## src/rtl/lsu_pkg.sv

```systemverilog
// Shared definitions for the load/store unit: funct3 encodings, FSM states, request record.
// Latency: n/a (types, constants and a pure combinational helper only).
// Backpressure: n/a.
package lsu_pkg;

  localparam logic [2:0] F3_B  = 3'b000;
  localparam logic [2:0] F3_H  = 3'b001;
  localparam logic [2:0] F3_W  = 3'b010;
  localparam logic [2:0] F3_BU = 3'b100;
  localparam logic [2:0] F3_HU = 3'b101;

  typedef enum logic [1:0] {
    IDLE = 2'd0,
    RD   = 2'd1,
    WR   = 2'd2,
    RESP = 2'd3
  } lsu_state_e;

  // Request fields held for the lifetime of one access (address kept separately, it is parameterised).
  typedef struct packed {
    logic        store;
    logic [2:0]  funct3;
    logic [31:0] wdata;
  } lsu_req_t;

  // Encoding/alignment legality of an access; range checking needs the depth and lives in the top.
  function automatic logic lsu_bad_access(input logic store, input logic [2:0] f3,
                                          input logic [1:0] addr_lo);
    logic bad;
    bad = 1'b0;
    case (f3)
      F3_B:    bad = 1'b0;
      F3_H:    bad = addr_lo[0];
      F3_W:    bad = |addr_lo;
      F3_BU:   bad = store;
      F3_HU:   bad = store | addr_lo[0];
      default: bad = 1'b1;
    endcase
    return bad;
  endfunction

endpackage

```

## src/rtl/lsu_lane_align.sv

```systemverilog
// Lane steering: extracts/extends load data from a memory word and merges store data into it.
// Latency: purely combinational, zero cycles.
// Backpressure: none; outputs follow inputs.
module lsu_lane_align
  import lsu_pkg::*;
(
  input  logic [31:0] word,
  input  logic [1:0]  addr_lo,
  input  logic [2:0]  funct3,
  input  logic [31:0] wdata,
  output logic [31:0] load_data,
  output logic [31:0] store_word
);

  logic [7:0]  byte_sel;
  logic [15:0] half_sel;

  // Select the addressed byte and halfword lanes.
  always_comb begin
    byte_sel = word[7:0];
    case (addr_lo)
      2'd0:    byte_sel = word[7:0];
      2'd1:    byte_sel = word[15:8];
      2'd2:    byte_sel = word[23:16];
      default: byte_sel = word[31:24];
    endcase
    half_sel = addr_lo[1] ? word[31:16] : word[15:0];
  end

  // Extend loads by size/signedness; merge store lanes into the fetched word.
  always_comb begin
    load_data  = word;
    store_word = wdata;
    case (funct3)
      F3_B:  begin
        load_data = {{24{byte_sel[7]}}, byte_sel};
        store_word = word;
        case (addr_lo)
          2'd0:    store_word[7:0]   = wdata[7:0];
          2'd1:    store_word[15:8]  = wdata[7:0];
          2'd2:    store_word[23:16] = wdata[7:0];
          default: store_word[31:24] = wdata[7:0];
        endcase
      end
      F3_H:  begin
        load_data = {{16{half_sel[15]}}, half_sel};
        store_word = addr_lo[1] ? {wdata[15:0], word[15:0]} : {word[31:16], wdata[15:0]};
      end
      F3_BU: load_data = {24'h0, byte_sel};
      F3_HU: load_data = {16'h0, half_sel};
      default: begin
        load_data  = word;
        store_word = wdata;
      end
    endcase
  end

endmodule

```

## src/rtl/load_store_unit.sv

```systemverilog
// Memory-access stage: one load/store at a time, RMW for sub-word stores, sign/zero-extended loads.
// Latency from accept: error 1, load/SW 2, SB/SH 3 cycles to response.
// Backpressure: req_ready only in IDLE; response held stable until rsp_ready.
module load_store_unit
  import lsu_pkg::*;
#(
  parameter int DEPTH_WORDS = 1024,
  parameter int ADDR_W      = 32
) (
  input  logic              clk,
  input  logic              rst,
  input  logic              req_valid,
  output logic              req_ready,
  input  logic              req_store,
  input  logic [2:0]        req_funct3,
  input  logic [ADDR_W-1:0] req_addr,
  input  logic [31:0]       req_wdata,
  output logic              rsp_valid,
  input  logic              rsp_ready,
  output logic [31:0]       rsp_rdata,
  output logic              rsp_err,
  output logic [ADDR_W-1:0] mem_a,
  output logic [31:0]       mem_wd,
  output logic              mem_we,
  input  logic [31:0]       mem_rd
);

  lsu_state_e        state_q, state_d;
  lsu_req_t          req_q, req_d;
  logic [ADDR_W-1:0] addr_q, addr_d;
  logic [31:0]       rdata_q, rdata_d;
  logic              err_q, err_d;
  logic [ADDR_W-1:0] mem_a_q, mem_a_d;
  logic [31:0]       mem_wd_q, mem_wd_d;

  logic [ADDR_W-1:0] req_idx;
  logic [ADDR_W-1:0] cur_idx;
  logic              req_err;
  logic [31:0]       load_data;
  logic [31:0]       store_word;

  assign req_idx = {2'b00, req_addr[ADDR_W-1:2]};
  assign cur_idx = {2'b00, addr_q[ADDR_W-1:2]};
  assign req_err = lsu_bad_access(req_store, req_funct3, req_addr[1:0])
                 | (req_idx >= ADDR_W'(DEPTH_WORDS));

  // Lane steering always works on the live memory word, which is only meaningful in RD.
  lsu_lane_align u_align (
    .word       (mem_rd),
    .addr_lo    (addr_q[1:0]),
    .funct3     (req_q.funct3),
    .wdata      (req_q.wdata),
    .load_data  (load_data),
    .store_word (store_word)
  );

  // Next-state and next-register values; memory address/data are zero unless entering RD or WR.
  always_comb begin
    state_d  = state_q;
    req_d    = req_q;
    addr_d   = addr_q;
    rdata_d  = rdata_q;
    err_d    = err_q;
    mem_a_d  = '0;
    mem_wd_d = '0;
    case (state_q)
      IDLE: begin
        if (req_valid) begin
          req_d   = '{store: req_store, funct3: req_funct3, wdata: req_wdata};
          addr_d  = req_addr;
          rdata_d = '0;
          err_d   = req_err;
          if (req_err) begin
            state_d = RESP;
          end else if (req_store && (req_funct3 == F3_W)) begin
            state_d  = WR;
            mem_a_d  = req_idx;
            mem_wd_d = req_wdata;
          end else begin
            state_d = RD;
            mem_a_d = req_idx;
          end
        end
      end
      RD: begin
        if (req_q.store) begin
          state_d  = WR;
          mem_a_d  = cur_idx;
          mem_wd_d = store_word;
        end else begin
          state_d = RESP;
          rdata_d = load_data;
        end
      end
      WR: begin
        state_d = RESP;
      end
      default: begin
        if (rsp_ready) begin
          state_d = IDLE;
          rdata_d = '0;
          err_d   = 1'b0;
        end
      end
    endcase
  end

  // State and datapath registers with synchronous reset.
  always_ff @(posedge clk) begin
    if (rst) begin
      state_q  <= IDLE;
      req_q    <= '0;
      addr_q   <= '0;
      rdata_q  <= '0;
      err_q    <= 1'b0;
      mem_a_q  <= '0;
      mem_wd_q <= '0;
    end else begin
      state_q  <= state_d;
      req_q    <= req_d;
      addr_q   <= addr_d;
      rdata_q  <= rdata_d;
      err_q    <= err_d;
      mem_a_q  <= mem_a_d;
      mem_wd_q <= mem_wd_d;
    end
  end

  assign req_ready = (state_q == IDLE);
  assign rsp_valid = (state_q == RESP);
  assign rsp_rdata = rdata_q;
  assign rsp_err   = err_q;
  assign mem_a     = mem_a_q;
  assign mem_wd    = mem_wd_q;
  // Reset in the WR cycle must suppress the write that edge would otherwise commit.
  assign mem_we    = (state_q == WR) && !rst;

endmodule

```

## config.mk

```make
export PLATFORM = sky130hd
export DESIGN_NAME = load_store_unit
export DESIGN_NICKNAME = d
export VERILOG_FILES = /design/src/rtl/lsu_pkg.sv /design/src/rtl/lsu_lane_align.sv /design/src/rtl/load_store_unit.sv
export SDC_FILE = /design/constraint.sdc
export NUM_CORES = 1
export LEC_CHECK = 0
export CAP_MARGIN = 25
export CORE_MARGIN = 2
export CORE_UTILIZATION = 51
export DETAILED_ROUTE_END_ITERATION = 8
export PLACE_DENSITY = 0.95
export SYNTH_ARGS = -nofsm -noshare
export SYNTH_HDL_FRONTEND = slang
export SYNTH_SLANG_ARGS = --single-unit
```

## constraint.sdc

```tcl
create_clock -name clk -period 3.2 [get_ports clk]
set_clock_uncertainty 0.2 [all_clocks]
set_input_delay 0.48 -clock clk [delete_from_list [all_inputs] [get_ports clk]]
set_output_delay 0.48 -clock clk [all_outputs]
set_load 0.02 [all_outputs]
```

Run 1, met1 routing:
Scale: 4 px per um. Supply wires on this layer in grey.
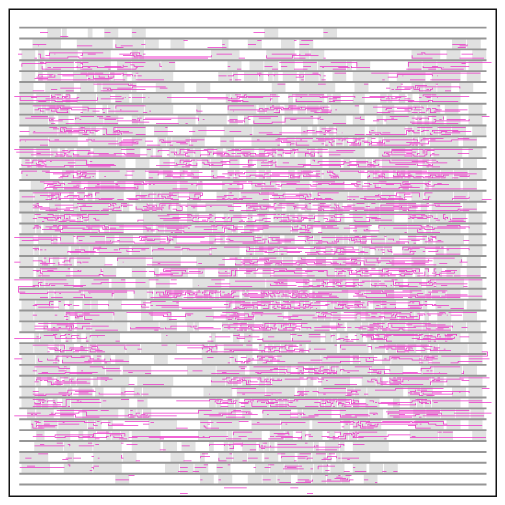
The layer holds 38% of the routed length. 973 nets have wire on it. The wires run mostly horizontal. The longest straight run is 32.2 um. The layer carries 8,550 um of wire.
Post-Route WL: 22.2 mm
grt met1 use: 0.359
Via Count: 7,011

Run 1, track usage over the die:
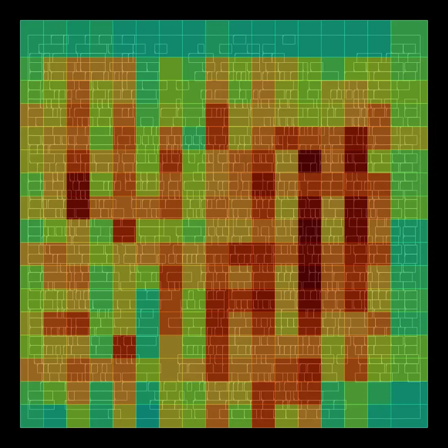
Total GRT Usage: 0.299
Final Util: 0.729

Run 1, sequential cells grouped by signal name:
Scale: 4 px per um.
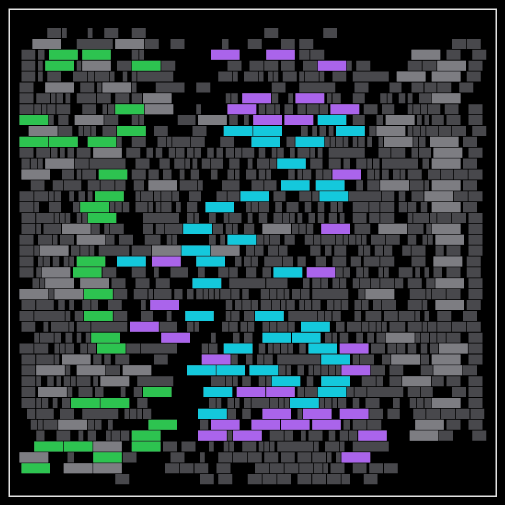
Key: cyan = req_q [flops 36]; purple = mem_wd [flops 32]; green = mem_a [flops 30, where a column on the left]
Another 67 sequential cells are not coloured.
Seq area share: 0.339
Seq power: 2.49 mW
Register Area: 3300 sq um

==> results.toml, run 1 <==
# yosys + openroad results
[clock_tree]
cts_resized = 0
postCtsSetupBuffers = 0
clk_path_buf_depth = 2
cts-hold-fix-buffers = 0
insertion_delay_ps = 430
clock_sinks = 165
cts_root_buffer = "clkbuf_16"
htree_levels = 4
clkSlewWorstSetupHoldPaths_ps = 60

[routing]
ant_nets = 0
wl_per_cell_um = 18.8
drt_iter0_markers = 717
route.detailed.drc = 0
drtPass1Iterations = 6
via_per_inst = 5.93

[floorplan]
die_x_um = 121
core-area_sq_um = 13300
pin_count = 204
rows = 42
fp_util = 0.526
dieArea_sq_um = 14700

[status]
status = "finished, final reports clean"

[sta]
setup_tns_ps = 0
rsz0062_at_grt = "no"
period_used_share = 0.815
worstMarginPinSlew_ps = 1030
fmax_ghz = 0.383
maxSlewHeadroom = 0.312
setup_viol = 0
hold_ws_ps = 256
hold_viol = 0

[final_layout]
nNetsFinal = 1102
lay_top_count = "clkdlybuf4s50_1"
area_growth_pct = 38.5
lay_top_cells = "clkdlybuf4s50_1 (200), nand2_1 (170), dfxtp_1 (165)"
insertedDiodeCount = 0
stdcell_area_sq_um = 9730

[global_routing]
grt_max_degree = 46
grt_pass1_vias = 6661
antenna_found_initial = 0
grt_pass1_wl_mm = 34.4
grt_overflow = 0

[setup_path]
required_ps = 2520
slowest_stage = "clkdlybuf4s50_1"
arrival_ps = 1930
crit_path_end_kind = "output port"
worst_path_most_repeated_cell = "inv_1"
setup.worst_path.start_class = "flop"
crit_path_max_incr_delay_ps = 620
crit_chain = "inv_1 -> ha_1 -> inv_1 -> nor2_1 -> clkdlybuf4s50_1"

[worst_hold_path]
hold_depth = 2
min_path_type = "reg -> reg"

[logic_synthesis]
async_reset_ff_frac = 0
fa_ha_area_frac = 0.00713
synthesis.instances = 822
ys_types = 54
logic_family = "AND-OR/OR-AND gates"
synth.avg_cell_area_sq_um = 8.55
synth-area-yosys_sq_um = 7020
xor_share = 0
mux_share = 0.0290
edf_count = 0
ys_ff = 165
ys_seq_frac = 0.470
synth.cellmix.simpleShare = 0.219
ys_warn_count = 0
ys_cells = 822
synth_top_flop_cell = "dfxtp_1"
synth-compound-area-share = 0.229

[flow_run]
maxCapViolCount = 0
warnings = 30

[pwr]
clockPowerShare = 0.298
p_switching_mw = 2.32
p_int_mw = 4.23
p_per_area_nw_per_um2 = 673
pwr-share-comb = 0.321
seq_power_share = 0.381
p_leak_nw = 3.62
p_sw_frac = 0.355

[place]
port_buffers = 201
hpwl_mm = 15.9
gp_congestion = 0.963
placed_area_sq_um = 9160
==> run 1: layout make-up <==
| cell class | instances | area (sq um) |
|---|---|---|
| clock buffers | 18 | 439 |
| clock inverters | 14 | 129 |
| fillers | 1034 | 3620 |
| inverters | 7 | 26.3 |
| multi-input cells | 581 | 3420 |
| flip-flops and latches | 165 | 3300 |
| well taps | 176 | 220 |
| repair buffers | 222 | 2190 |
==> run 1: Yosys cell counts, types with 3 or more instances <==
master | number | area, sq um
nand2_1 | 171 | 642
dfxtp_1 | 165 | 3300
a21oi_1 | 87 | 435
clkbuf_1 | 55 | 206
o21ai_0 | 45 | 225
nand3_1 | 37 | 185
o22ai_1 | 26 | 163
and2_1 | 21 | 131
a32o_1 | 20 | 200
nand2b_1 | 20 | 125
nor2_1 | 18 | 67.6
a22o_1 | 16 | 140
and3_1 | 15 | 93.8
nor2b_1 | 10 | 62.6
mux2_2 | 9 | 101
a31o_2 | 8 | 70.1
mux2i_1 | 8 | 80.1
buf_2 | 7 | 35.0
inv_1 | 7 | 26.3
o211a_1 | 7 | 70.1
o2bb2ai_1 | 7 | 61.3
a22oi_1 | 6 | 45.0
buf_1 | 4 | 15.0
ha_1 | 4 | 50.1
nor4_2 | 4 | 50.1
o22ai_2 | 4 | 50.1
a211o_1 | 3 | 26.3
==> run 1: critical path, delay by kind of cell, from the launching register on <==
kind / cells / cell delay [ps]
fa+ha+maj: 1 / 230
buf+inv: 3 / 820
simple gates: 1 / 110
flops: 1 / 350
==> run 1: metal layers <==
layer | track usage | vias to the layer above | wire (um)
li1 | - | 3245 | -
met1 | 0.359 | 3309 | 8550
met5 | 0 | - | 0
met2 | 0.503 | 406 | 10700
met4 | 0.121 | 0 | 593
met3 | 0.0846 | 51 | 2420
==> run 1: cells by family after synthesis <==
family                     Yosys count
muxes                               18
adders and majority gates            4
buffers and inverters               77
DFF                                165
and+or+nand+nor                    313
AOI/OAI and AO/OA                  244
other                                1
==> run 1: power groups by stage <==
stage	Clock (mW)	Combinational, mW	Sequential (mW)
after global placement	0	2.00	2.51
final	1.96	2.10	2.49
after detailed placement	0	2.05	2.53
after floorplan	0	1.26	2.56
after CTS	1.96	2.07	2.48
after global routing	2.06	2.26	2.52
==> run 1: final timing paths <==
check / startpoint / endpoint / slack (ps)
hold reg to reg: addr_q[21]$_SDFFE_PP0P_ / addr_q[21]$_SDFFE_PP0P_ / 260
setup reg to reg: addr_q[0]$_SDFFE_PP0P_ / mem_wd[3]$_SDFF_PP0_ / 820
hold / removal: addr_q[21]$_SDFFE_PP0P_ / addr_q[21]$_SDFFE_PP0P_ / 260
setup / recovery: state_q[0]$_SDFFE_PP0P_ / mem_we / 590
==> run 1: metrics by stage <==
stage                     power [mW]  worst slack [ps]  instances
final                           6.55               591       1183
after global routing            6.84               479       1183
after CTS                       6.51               573       1183
after detailed placement        4.58               380       1151
after global placement          4.52               456       1151
after floorplan                 3.82               951        823
==> run 1: registers in the layout (all words and copies together) (netlist names) <==
signal,flops
mem_wd,32
addr_q,32
rsp_rdata,32
req_q,36
rsp_err,1
mem_a,30
state_q,2
Run 1, the metal 4 layer:
Scale: 4 px per um. Supply wires on this layer in grey.
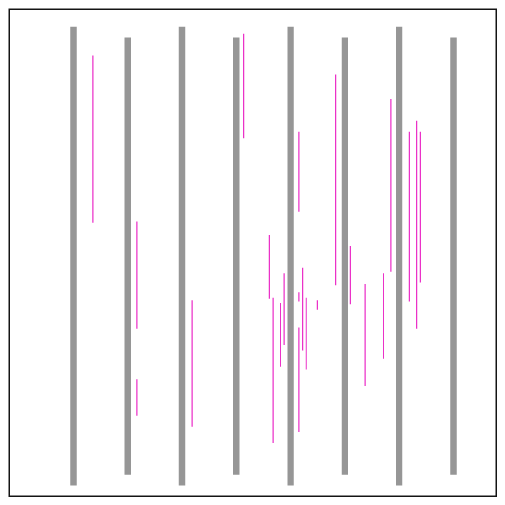

==> inputs of run 2 (changes only) <==
Settings changed: CORE_UTILIZATION 51 to 43, PLACE_DENSITY 0.95 to 0.86.
Clock period 3.2 ns to 2.1 ns, I/O delays scaled along.
Run 2, the metal 4 layer:
Scale: 4 px per um. Supply wires on this layer in grey.
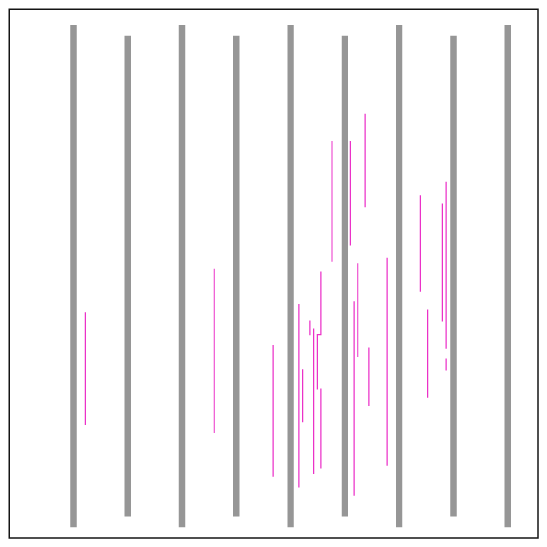
The longest straight run is 51.7 um. The layer carries 584 um of wire. The wires run mostly vertical. The layer holds 2.5% of the routed length. 19 nets have wire on it.
Post-Route WL: 23.2 mm
Via Count: 7,154

Run 2, met1 routing:
Scale: 4 px per um. Supply wires on this layer in grey.
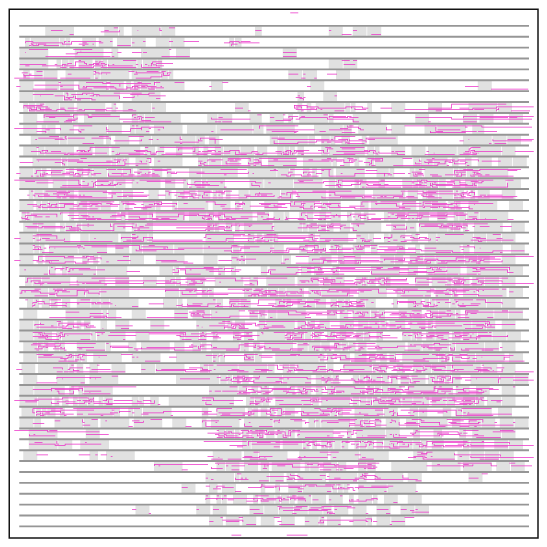
grt met1 use: 0.316

==> run 2 against run 1 <==
Register-to-register slack got worse by 760 ps. Utilization shrank 8.8 points. Non-clock buffer count rose by 31. Sequential power rose by 52%. Die area increased by 18%. Cell area grew 5.1%. Sequential share of layout area decreased by 1.6 points. Count of clock-buffer cells in the layout unchanged. Worst hold slack got worse by 250 ps. Global-route usage is 3.8 points lower. Critical path type is now in -> reg.
==> results.toml, run 2 <==
# yosys + openroad results
[logic_synthesis]
ys_types = 54
edf_count = 0
async_reset_ff_frac = 0
synth_top_flop_cell = "dfxtp_1"
yosys.area.top_type = "dfxtp_1"
ys_warn_count = 0
ys_ff = 165
synth.most_common_cell = "nand2_1"
top_cells_by_count = "nand2_1 (171), dfxtp_1 (165), a21oi_1 (87), clkbuf_1 (55), o21ai_0 (45)"
synth_top_area_share = 0.470
synth.avg_cell_area_sq_um = 8.55
ys_cells = 822
topCellsByArea = "dfxtp_1 (47%), nand2_1 (9.1%), a21oi_1 (6.2%)"
synth-area-yosys_sq_um = 7020
synthesis.instances = 822
ys_seq_frac = 0.470

[setup_path]
setup.worst_path.start_class = "input port"
r2r-end = "rsp_rdata[30]$_SDFFE_PP0P_"
required_ps = 2250
arrival_ps = 2220
crit_chain = "clkdlybuf4s50_1 -> nor4_4 -> o211ai_4 -> or4_4 -> o22ai_1"
crit_path_end_kind = "flop"
r2r_start = "state_q[1]$_SDFFE_PP0P_"
worstSetupPathType = "in -> reg"
slowest_stage = "or4_4"
r2r_slack_ps = 60
crit_path_max_incr_delay_ps = 720
cp_num_buf_inv = 1
critPathTopFamily = "simple AND/OR/NAND/NOR gates"

[pwr]
ir_worst_vdd_mv = 0.739
p_leak_nw = 3.86
power_mw = 10.5
p_per_area_nw_per_um2 = 1030

[final_layout]
lay_top_count = "clkdlybuf4s50_1"
area_growth_pct = 45.6
fillers = 1278
lay_top_cells = "clkdlybuf4s50_1 (195), nand2_1 (170), dfxtp_1 (164)"
insertedDiodeCount = 0
fin_util = 0.642
nNetsFinal = 1133
regMostFlops = "req_q"
largest_register_ffs = 36

[worst_hold_path]
hp-start = "req_addr[27]"
hold_depth = 3
hold_end = "addr_q[27]$_SDFFE_PP0P_"
min_path_type = "in -> reg"

[routing]
drtPass1Iterations = 5
drt_iter0_markers = 497
ant_nets = 0
via_per_inst = 5.71
route.detailed.drc = 0

[sta]
period_used_share = 0.986
hold_viol = 0
maxSlewHeadroom = 0.628
min_period_ps = 2070
rsz0062_at_grt = "yes"
fmax_ghz = 0.483
worstMarginPinSlew_ps = 555
hold_ws_ps = 6.08
setup_viol = 0

[floorplan]
dieArea_sq_um = 17400
core-area_sq_um = 15900
fp_util = 0.441
pin_count = 204
die_x_um = 132
rows = 46

[global_routing]
antenna_found_initial = 0
grt_pass1_vias = 6687
grt_overflow = 0
grt_pass1_wl_mm = 35.9
grt_max_degree = 49

[place]
hpwl_mm = 16.6
port_buffers = 201
gp_congestion = 0.959

[clock_tree]
htree_levels = 4
clk_path_buf_depth = 2
clkSlewWorstSetupHoldPaths_ps = 60
insertion_delay_ps = 430
cts_buffers = 17
clock_sinks = 165
cts-hold-fix-buffers = 0
cts_root_buffer = "clkbuf_16"

[flow_run]
maxCapViolCount = 0
warnings = 31

[status]
status = "finished, final reports clean"
Run 2, routed metal, one colour a layer:
Scale: 4 px per um. Two of the layers only.
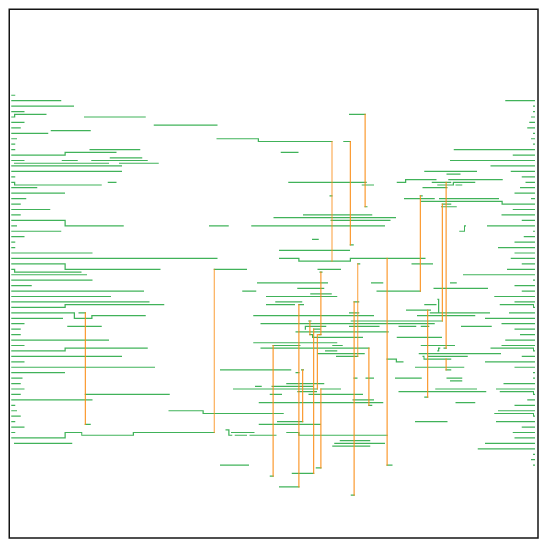
Key: orange = M4 [wire length 584 um]; green = M3 [wire length 2,520 um]
Avg WL per Cell: 18.5 um
Total GRT Usage: 0.261

[run 2: layer usage]
| metal | GRT usage | part of all wire | vias to the layer above |
|---|---|---|---|
| met3 | 0.0877 | 0.11 | 49 |
| li1 | - | - | 3311 |
| met2 | 0.435 | 0.48 | 391 |
| met1 | 0.316 | 0.38 | 3403 |
| met4 | 0.0888 | 0.025 | 0 |
| met5 | 0 | 0 | - |
[run 2: layout make-up]
class / instances / area [sq um] / area share
clock buffers: 18 / 439 / 0.0429
clock inverters: 13 / 159 / 0.0155
inverters: 7 / 26.3 / 0.00257
multi-input cells: 581 / 3500 / 0.343
flip-flops and latches: 165 / 3300 / 0.323
well taps: 216 / 270 / 0.0264
repair buffers: 253 / 2520 / 0.247
[run 2: per-stage QoR]
step	TNS [ps]	worst slack, ps	cell area (sq um)	instances
2_1_floorplan	0	8.21	7050	823
3_3_place_gp	-16000	-443	9520	1218
3_5_place_dp	-18010	-472	9520	1218
4_1_cts	-3.07	-3.07	10100	1251
5_1_grt	-99.0	-33.8	10200	1253
6_report	0	29.0	10200	1253
[run 2: how the worst max path moves through the flow]
stage	slack (ps)	from	depth (start not counted)	to
finish	30	req_addr[12]	5	mem_wd[25]$_SDFF_PP0_
global route	-30	req_funct3[0]	6	mem_wd[28]$_SDFF_PP0_
CTS	-3	state_q[0]$_SDFFE_PP0P_	5	mem_we
detailed placement	-470	req_addr[27]	6	mem_a[2]$_SDFF_PP0_
global placement	-440	req_addr[27]	6	mem_a[1]$_SDFF_PP0_
floorplan	8	state_q[0]$_SDFFE_PP0P_	8	mem_wd[26]$_SDFF_PP0_
[run 2: what timing repair did]
item / 4_1_cts / 5_1_grt
endpoints found under the setup margin: 12 / 57
resized: 5 / 14
buffers inserted: 2 / 1
gates cloned: 0 / 1
pin swaps: 3 / 5
[run 2: power by group]
part / switching (mW) / internal (mW) / total, mW
sequential: 0.273 / 3.51 / 3.79
clock: 1.29 / 1.89 / 3.18
combinational: 2.04 / 1.51 / 3.55
total: 3.60 / 6.91 / 10.5
[run 2: kinds of logic (layout without fill, tap and decap cells)]
kind of cell | count (synthesis) | after routing | synth area share
fa+ha+maj | 4 | 4 | 0.00713
compound gates | 244 | 244 | 0.229
simple gates | 313 | 313 | 0.219
buf+inv | 77 | 291 | 0.0456
mux | 18 | 18 | 0.0290
flops | 165 | 165 | 0.470
other cells | 1 | 2 | 0.000534
[run 2: worst register-to-register path, cell delays in order (launching register included)]
cell	delay [ps]
dfxtp_1	380
inv_1	100
ha_4	200
nor2b_2	200
nor3_2	180
a21oi_2	70
buf_4	190
clkbuf_16	180
a22o_1	240
Run 2, track usage over the die:
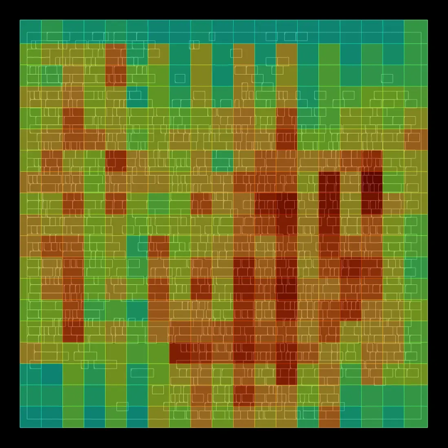

==> inputs of run 3 (changes only) <==
Settings changed: REMOVE_ABC_BUFFERS set to 1.
Run 3, track usage over the die:
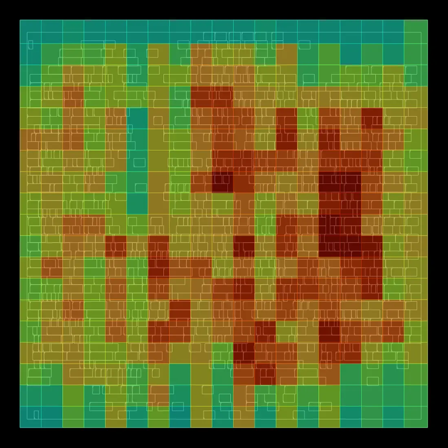
Final Util: 0.643
Total GRT Usage: 0.271

Run 3, sequential cells grouped by signal name:
Scale: 4 px per um.
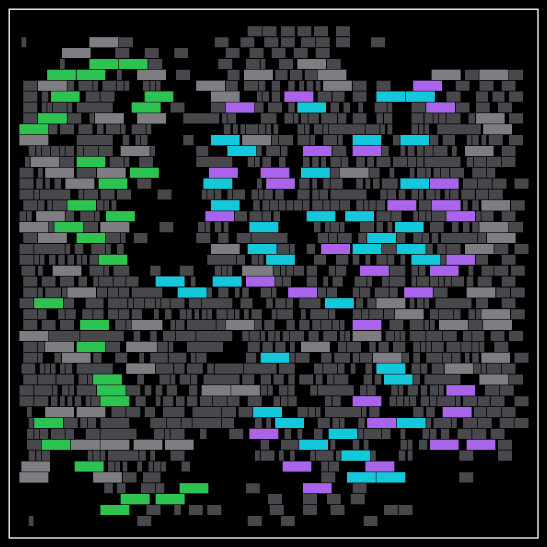
Key: purple = mem_wd [flops 32]; green = mem_a [flops 30, where a column on the left]; cyan = req_q [flops 36]
Seq area share: 0.322
Register Area: 3310 sq um
Seq power: 3.79 mW

Run 3, routed metal, one colour a layer:
Scale: 4 px per um. Two of the layers only.
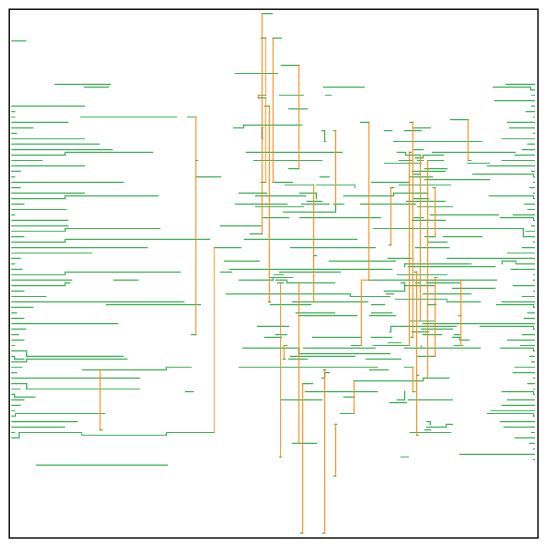
Key: green = M3 [wire length 2,780 um]; orange = M4 [wire length 927 um]
Via Count: 7,213
Post-Route WL: 24.5 mm

==> run 3 against run 2 <==
Via count rose by 0.82%. Combinational power is 3% higher. First-iteration DRC count grew 71%. Sequential share of layout area shrank 0.066 points. Cell area grew 0.28%. Critical path type unchanged. Critical endpoint unchanged. Largest power group unchanged. Highest routed layer unchanged.
==> results.toml, run 3 <==
# yosys + openroad results
[status]
status = "finished, final reports clean"

[clock_tree]
cts_tree = "done"
cts_buffers = 17
clkSlewWorstSetupHoldPaths_ps = 70
clock_sinks = 165
cts-hold-fix-buffers = 0
clk_path_buf_depth = 2
cts_root_buffer = "clkbuf_16"
htree_levels = 4
insertion_delay_ps = 430

[flow_run]
warnings = 29
maxCapViolCount = 0

[logic_synthesis]
top_cells_by_count = "nand2_1 (171), dfxtp_1 (165), a21oi_1 (87), clkbuf_1 (55), o21ai_0 (45)"
ys_types = 54
synthesis.area_sq_um = 7020
synth-area-yosys_sq_um = 7020
ys_warn_count = 0
edf_count = 0
topCellsByArea = "dfxtp_1 (47%), nand2_1 (9.1%), a21oi_1 (6.2%)"
synth_top_area_share = 0.470
ys_seq_frac = 0.470
async_reset_ff_frac = 0
synth_top_flop_cell = "dfxtp_1"
synth.avg_cell_area_sq_um = 8.55
synth.most_common_cell = "nand2_1"
ys_ff = 165
synthesis.instances = 822
ys_cells = 822
yosys.area.top_type = "dfxtp_1"

[floorplan]
die_h_um = 132
pin_count = 204
dieArea_sq_um = 17400
die_x_um = 132
core-area_sq_um = 15900
rows = 46
fp_util = 0.441

[setup_path]
r2r_slack_ps = 0.002
setup.worst_path.start_class = "input port"
r2r-end = "rsp_rdata[1]$_SDFFE_PP0P_"
required_ps = 2260
crit_fanout = 21
worstSetupPathType = "in -> reg"
r2r_start = "req_q[32]$_SDFFE_PP0P_"
crit_path_end_kind = "flop"
arrival_ps = 2260

[global_routing]
antenna_found_initial = 0
grt_pass1_vias = 7178
grt_overflow = 0
grt_max_degree = 47
grt_pass1_wl_mm = 37.5

[pwr]
ir_worst_vdd_mv = 0.637
power_mw = 10.6
p_leak_nw = 3.89
p_per_area_nw_per_um2 = 1040

[sta]
min_period_ps = 2100
period_used_share = 1.00
maxSlewHeadroom = 0.448
fmax_ghz = 0.476
hold_viol = 0
hold_ws_ps = 11.0
worstMarginPinSlew_ps = 827
setup_viol = 0
setup_slack_ps = 0.00178
rsz0062_at_grt = "yes"

[final_layout]
drive_gt1_frac = 0.142
insertedDiodeCount = 0
lay_top_count = "clkdlybuf4s50_1"
largest_register_ffs = 36
area_growth_pct = 46.0
stdcell_area_sq_um = 10300
lay_top_cells = "clkdlybuf4s50_1 (196), nand2_1 (170), dfxtp_1 (162)"
regMostFlops = "req_q"
nNetsFinal = 1141

[worst_hold_path]
hold_depth = 3
hp-start = "req_addr[25]"
min_path_type = "in -> reg"
hold_end = "addr_q[25]$_SDFFE_PP0P_"

[place]
gp_congestion = 0.847
port_buffers = 201
placed_area_sq_um = 9520
hpwl_mm = 16.1
pre_cts_ws_ps = -544

[routing]
wl_per_cell_um = 19.4
ant_nets = 0
via_per_inst = 5.72
route.detailed.drc = 0
drt_iter0_markers = 852
drtPass1Iterations = 8
==> run 3: stage by stage <==
step           cells  TNS, ps  utilization
5_1_grt         1262    -1030        0.643
3_3_place_gp    1223   -17820        0.597
4_1_cts         1256        0        0.636
3_5_place_dp    1223   -20160        0.597
6_report        1262        0        0.643
2_1_floorplan    753  -127240            -
==> run 3: worst max-delay path: stages <==
cell             delay (ps)
clkdlybuf4s50_1         460
nor4_4                  380
o211ai_4                130
or4_4                   750
o22ai_2                 220
==> run 3: how the worst max path moves through the flow <==
stage / start / to / slack [ps] / cells after the start
after floorplan: state_q[0]$_SDFFE_PP0P_ / rsp_rdata[0]$_SDFFE_PP0P_ / -1720 / 6
after global placement: req_addr[19] / mem_a[3]$_SDFF_PP0_ / -480 / 6
after detailed placement: req_addr[19] / mem_a[9]$_SDFF_PP0_ / -540 / 6
after CTS: req_addr[25] / mem_wd[25]$_SDFF_PP0_ / 6 / 5
after global routing: state_q[1]$_SDFFE_PP0P_ / rsp_rdata[7]$_SDFFE_PP0P_ / -190 / 7
final: req_addr[13] / mem_wd[25]$_SDFF_PP0_ / 0.002 / 5
==> run 3: power breakdown <==
group | internal, mW | total [mW] | leakage, nW | switching [mW]
logic | 1.54 | 3.67 | 2.25 | 2.13
registers | 3.51 | 3.79 | 1.34 | 0.271
clock network | 1.83 | 3.18 | 0.291 | 1.35
total | 6.89 | 10.6 | 3.89 | 3.75
==> run 3: timing repair <==
| item | CTS | global route |
|---|---|---|
| hold endpoints to repair | 0 | 0 |
| resized | 9 | 18 |
| pin swaps | 4 | 7 |
| gates cloned | 0 | 2 |
| buffers inserted | 1 | 4 |
| endpoints found under the setup margin | 36 | 73 |
==> run 3: kinds of logic (layout without fill, tap and decap cells) <==
| kind of cell | after synthesis | after routing | synth area share |
|---|---|---|---|
| other | 1 | 2 | 0.000534 |
| buffers and inverters | 77 | 300 | 0.0456 |
| multiplexers | 18 | 18 | 0.0290 |
| AND-OR/OR-AND | 244 | 244 | 0.229 |
| AND/OR/NAND/NOR | 313 | 313 | 0.219 |
| adder cells (fa/ha/maj) | 4 | 4 | 0.00713 |
| flip-flops | 165 | 165 | 0.470 |
==> run 3: layout make-up <==
cell class / instances / area [sq um]
clock buffer: 19 / 453
inverter: 7 / 26.3
fill: 1344 / 5690
clock inverter: 13 / 149
tap: 216 / 270
timing repair buffer: 261 / 2550
sequential: 165 / 3310
multi-input combinational: 581 / 3500
==> run 3: per-layer routing <==
| metal | part of all wire | global-route usage | wire (um) |
|---|---|---|---|
| met1 | 0.38 | 0.325 | 9220 |
| met2 | 0.47 | 0.444 | 11600 |
| met5 | 0 | 0 | 0 |
| met4 | 0.038 | 0.121 | 926 |
| met3 | 0.11 | 0.0915 | 2780 |
No activity file was given, so power comes from the tool's default toggle rates.
